===== config.mk =====
export PLATFORM = sky130hd
export DESIGN_NAME = keypad_scanner
export DESIGN_NICKNAME = d
export VERILOG_FILES = /design/src/rtl/keypad_pkg.sv /design/src/rtl/scan_tick_gen.sv /design/src/rtl/keypad_scanner.sv
export SDC_FILE = /design/constraint.sdc
export NUM_CORES = 1
export LEC_CHECK = 0
export CORE_ASPECT_RATIO = 0.8
export CORE_UTILIZATION = 25
export CTS_BUF_LIST = sky130_fd_sc_hd__clkbuf_8
export CTS_CLUSTER_SIZE = 12
export DETAILED_ROUTE_END_ITERATION = 10
export MAX_ROUTING_LAYER = met4
export PLACE_DENSITY = 0.44
export RECOVER_POWER = 25
export SYNTH_ARGS = -nofsm -noshare
export SYNTH_HDL_FRONTEND = slang
export SYNTH_SLANG_ARGS = --single-unit
export TNS_END_PERCENT = 50

===== constraint.sdc =====
create_clock -name clk -period 6.25 [get_ports clk]
set_input_delay 0.9375 -clock clk [delete_from_list [all_inputs] [get_ports clk]]
set_output_delay 0.9375 -clock clk [all_outputs]
set_load 0.005 [all_outputs]

===== src/rtl/keypad_pkg.sv =====
// Shared types and helpers for the 4x4 keypad scanner.
package keypad_pkg;

  typedef enum logic [1:0] {
    SCAN     = 2'd0,
    DEBOUNCE = 2'd1,
    PRESSED  = 2'd2
  } state_e;

  localparam int NUM_ROWS = 4;
  localparam int NUM_COLS = 4;

  // One-hot-low column drive for a column index.
  function automatic logic [NUM_COLS-1:0] col_decode(input logic [1:0] idx);
    col_decode = ~(4'b0001 << idx);
  endfunction

endpackage


===== src/rtl/scan_tick_gen.sv =====
// Free-running divider producing a one-cycle tick every CLK_HZ/SCAN_HZ clocks.
module scan_tick_gen #(
  parameter int CLK_HZ  = 100_000_000,
  parameter int SCAN_HZ = 1000
) (
  input  logic clk,
  input  logic reset,
  output logic tick_o
);

  localparam int TICK_DIV = CLK_HZ / SCAN_HZ;
  localparam int CW       = $clog2(TICK_DIV);
  localparam logic [CW-1:0] LAST = CW'(TICK_DIV - 1);

  logic [CW-1:0] cnt_q, cnt_d;

  // Tick is high while the counter sits on its last value, so the first
  // tick is registered TICK_DIV edges after reset is released.
  assign tick_o = (cnt_q == LAST);

  always_comb begin
    cnt_d = cnt_q + 1'b1;
    if (tick_o) cnt_d = '0;
  end

  always_ff @(posedge clk or posedge reset) begin
    if (reset) cnt_q <= '0;
    else       cnt_q <= cnt_d;
  end

endmodule


===== src/rtl/keypad_scanner.sv =====
// 4x4 key matrix scanner: column-at-a-time drive, row sampling on tick,
// single-key debounce on press and release, one-cycle strobe on acceptance.
module keypad_scanner
  import keypad_pkg::*;
#(
  parameter int CLK_HZ         = 100_000_000,
  parameter int SCAN_HZ        = 1000,
  parameter int DEBOUNCE_SCANS = 4
) (
  input  logic       clk,
  input  logic       reset,
  input  logic [3:0] row,
  output logic [3:0] col,
  output logic [3:0] key_code,
  output logic       key_valid,
  output logic       key_down
);

  localparam int CW = $clog2(DEBOUNCE_SCANS + 1);
  localparam logic [CW-1:0] DS_C = CW'(DEBOUNCE_SCANS);

  logic          tick;
  logic [3:0]    row_s1_q, row_s2_q;
  state_e        state_q, state_d;
  logic [1:0]    col_idx_q, col_idx_d;
  logic [1:0]    row_idx_q, row_idx_d;
  logic [3:0]    pat_q, pat_d;
  logic [CW-1:0] cnt_q, cnt_d, cnt_inc;
  logic [3:0]    col_q, col_d;
  logic [3:0]    key_code_q, key_code_d;
  logic          key_valid_q, key_valid_d;
  logic          key_down_q, key_down_d;
  logic          is_single, is_idle, accept;
  logic [1:0]    low_row;

  scan_tick_gen #(
    .CLK_HZ (CLK_HZ),
    .SCAN_HZ(SCAN_HZ)
  ) u_tick (
    .clk   (clk),
    .reset (reset),
    .tick_o(tick)
  );

  always_comb begin
    is_single = ($countones(~row_s2_q) == 1);
    is_idle   = (row_s2_q == 4'b1111);
    low_row   = 2'd0;
    for (int i = 0; i < NUM_ROWS; i++) begin
      if (!row_s2_q[i]) low_row = 2'(i);
    end
  end

  assign cnt_inc = cnt_q + 1'b1;

  always_comb begin
    state_d     = state_q;
    col_idx_d   = col_idx_q;
    row_idx_d   = row_idx_q;
    pat_d       = pat_q;
    cnt_d       = cnt_q;
    key_code_d  = key_code_q;
    key_valid_d = 1'b0;
    key_down_d  = key_down_q;
    accept      = 1'b0;
    if (tick) begin
      unique case (state_q)
        SCAN: begin
          if (is_single) begin
            row_idx_d = low_row;
            pat_d     = row_s2_q;
            if (DEBOUNCE_SCANS == 1) begin
              accept  = 1'b1;
              state_d = PRESSED;
              cnt_d   = '0;
            end else begin
              state_d = DEBOUNCE;
              cnt_d   = CW'(1);
            end
          end else begin
            col_idx_d = col_idx_q + 1'b1;
          end
        end
        DEBOUNCE: begin
          if (row_s2_q == pat_q) begin
            cnt_d = cnt_inc;
            if (cnt_inc == DS_C) begin
              accept  = 1'b1;
              state_d = PRESSED;
              cnt_d   = '0;
            end
          end else begin
            state_d   = SCAN;
            col_idx_d = col_idx_q + 1'b1;
            cnt_d     = '0;
          end
        end
        PRESSED: begin
          // Any non-idle tick restarts the release count, so short bounces
          // on release never produce a second strobe.
          if (is_idle) begin
            cnt_d = cnt_inc;
            if (cnt_inc == DS_C) begin
              key_down_d = 1'b0;
              state_d    = SCAN;
              col_idx_d  = col_idx_q + 1'b1;
              cnt_d      = '0;
            end
          end else begin
            cnt_d = '0;
          end
        end
        default: state_d = SCAN;
      endcase
    end
    if (accept) begin
      key_code_d  = {row_idx_d, col_idx_q};
      key_down_d  = 1'b1;
      key_valid_d = 1'b1;
    end
    col_d = col_decode(col_idx_d);
  end

  always_ff @(posedge clk or posedge reset) begin
    if (reset) begin
      row_s1_q    <= 4'b1111;
      row_s2_q    <= 4'b1111;
      state_q     <= SCAN;
      col_idx_q   <= 2'd0;
      row_idx_q   <= 2'd0;
      pat_q       <= 4'b1111;
      cnt_q       <= '0;
      col_q       <= 4'b1110;
      key_code_q  <= 4'd0;
      key_valid_q <= 1'b0;
      key_down_q  <= 1'b0;
    end else begin
      row_s1_q    <= row;
      row_s2_q    <= row_s1_q;
      state_q     <= state_d;
      col_idx_q   <= col_idx_d;
      row_idx_q   <= row_idx_d;
      pat_q       <= pat_d;
      cnt_q       <= cnt_d;
      col_q       <= col_d;
      key_code_q  <= key_code_d;
      key_valid_q <= key_valid_d;
      key_down_q  <= key_down_d;
    end
  end

  assign col       = col_q;
  assign key_code  = key_code_q;
  assign key_valid = key_valid_q;
  assign key_down  = key_down_q;

endmodule


Figure 1. Where the registers sit.
The bar under the picture is 20 microns long. Other sequential cells in the stronger grey, the rest of the logic in the fainter grey.
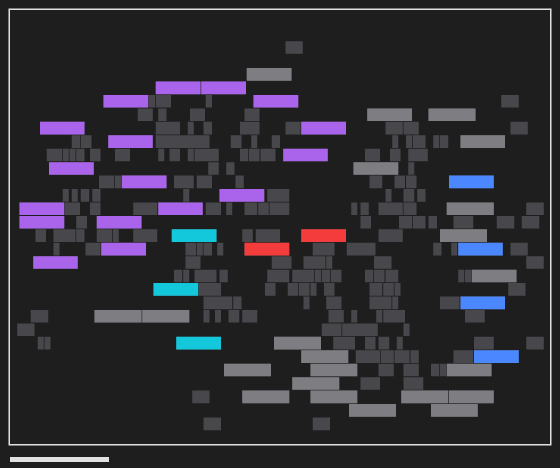
Key: purple = u_tick.cnt_q [placed flops 17]; red = state_q [placed flops 2]; blue = key_code [placed flops 4]; cyan = cnt_q [placed flops 3]
FF+latch area: 1220 sq um
final design utilization: 31.3%
P_seq: 318 uW
fraction of area in registers: 44.8%

Figure 2. Selected gate families.
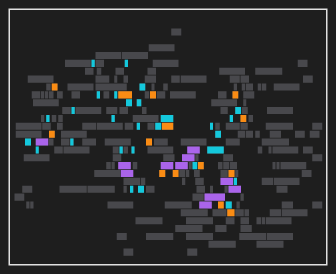
Key: purple = adder and majority cells [cells 11, where middle]; orange = AND and OR gates [cells 14]; cyan = NOR gates [cells 28]
multi-input combinational area share: 37.8%
final cell count without fillers: 338

==> impl_metrics.json <==
{
  "die_extent_in_x_microns": 109,
  "critical_path_peak_fanout": 48,
  "cts_tree": "done",
  "clock_power_uw": 246,
  "ys_chip_area_sq_um": 2300,
  "critPathArrivalTime_ns": 3.37,
  "status": "finished with violations",
  "violations_in_the_final_reports": "max-capacitance violations, max-slew violations",
  "synth_area_sq_um": 2300,
  "max-clock-path-buffers": 2,
  "fin_setup_tns_ns": 0,
  "clock.fmax_mhz": 286,
  "maxCapViolCount": 1,
  "worst-setup-path-type": "input pin to asynchronous set/reset pin",
  "design.core.area_sq_um": 8710,
  "grt_setup_unrepaired": "no",
  "dp.cells": 330,
  "layout.nonclk_buf_share_pct": 5.93,
  "cts_setup_buffers": 0,
  "synth-edff-count": 0,
  "via_count": 1525,
  "number_of_setup_violations_in_the_final_report": 0,
  "worstPathRequired_ns": 6.13,
  "largest_class": "flip-flops and latches",
  "layout_setup_ws_ns": 2.76,
  "power.total_uw": 589,
  "gp_congestion": 0.745,
  "report.final.slew_viol_count": 49,
  "post_synth_inst_count": 203,
  "pwr_top": "registers",
  "topRoutingLayerUsed": "met4",
  "power_leakage_uw": 0.00120,
  "ctsHoldBuffers": 0,
  "final_design_area_no_fill_sq_um": 2720
}
Figure 3. Nets reached from selected ports.
The bar under the picture is 20 microns long.
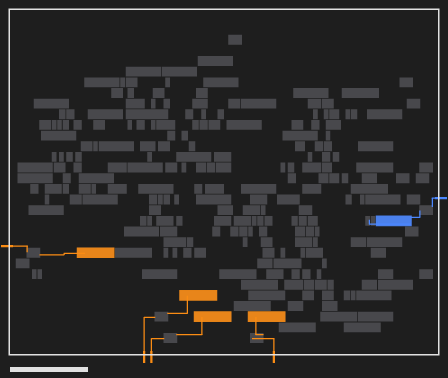
Key: blue = key_down [bits 1, direction output, end cells 1, buffers 1, wire 19.0 microns]; orange = row [bits 4, direction input, end cells 4, buffers 4, wire 71.5 microns]
number of port buffers: 15
I/O pins: 16

Figure 4. Layout detail.
The bar under the picture is 10 microns long. Region (15, 9) to (40, 34) microns. Cells in grey, sequential cells in the stronger grey; small squares are vias.
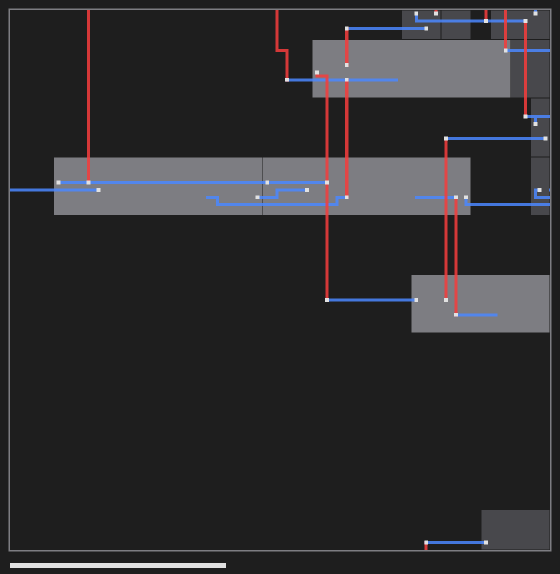
Key: red = metal 2; blue = metal 1
6 logic cells have their middle in the window. Sequential cells in the window: 4. Netlist names of flops here include cnt_q (2). Most frequent: dfrtp_1 (2), dfstp_2 (2).

-- cells in the mapped netlist (6+ instances only) --
master	number	share of area, %
sky130_fd_sc_hd__nor2_1	16	2.6
sky130_fd_sc_hd__inv_1	12	2.0
sky130_fd_sc_hd__xnor2_1	8	3.0
sky130_fd_sc_hd__xor2_1	11	4.2
sky130_fd_sc_hd__ha_1	10	5.4
sky130_fd_sc_hd__nand3_1	10	2.2
sky130_fd_sc_hd__nand2_1	13	2.1
sky130_fd_sc_hd__dfrtp_1	33	36
sky130_fd_sc_hd__and3_1	6	1.6
sky130_fd_sc_hd__dfstp_2	15	17
sky130_fd_sc_hd__o21ai_0	8	1.7
sky130_fd_sc_hd__mux2_2	9	4.4
-- state kept, by name (all words and copies together), names as in the netlist --
name and count:
pat_q 4, row_s2_q 4, state_q 2, col_idx_q 2, row_idx_q 2, row_s1_q 4, col 4, u_tick.cnt_q 17
key_down 1, cnt_q 3, key_valid 1, key_code 4
-- metal layers --
layer | global-route usage, % | up-vias
met2 | 14.2 | 35
met1 | 14.8 | 725
met5 | - | -
li1 | - | 758
met4 | 4.00 | 0
met3 | 3.13 | 7
-- path summary, 6_finish.rpt --
path / slack [ns] / to / cells after the start / from
worst min-delay path: 0.36 / row_s2_q[2] / 0 / row_s1_q[2]
worst max-delay path: 2.76 / u_tick.cnt_q[11] / 3 / reset
worst max register to register: 3.57 / key_code[3] / 9 / row_s2_q[1]
min in group asynchronous: 2.02 / u_tick.cnt_q[0] / 3 / reset
max in group clk: 3.57 / key_code[3] / 9 / row_s2_q[1]
worst min register to register: 0.36 / row_s2_q[2] / 0 / row_s1_q[2]
-- kinds of logic after synthesis --
group           Yosys count
simple gates             72
flops                    48
compound gates           28
xor+xnor                 19
buf+inv                  14
mux                      11
fa+ha+maj                11
Power is estimated from default activity; no workload was simulated.
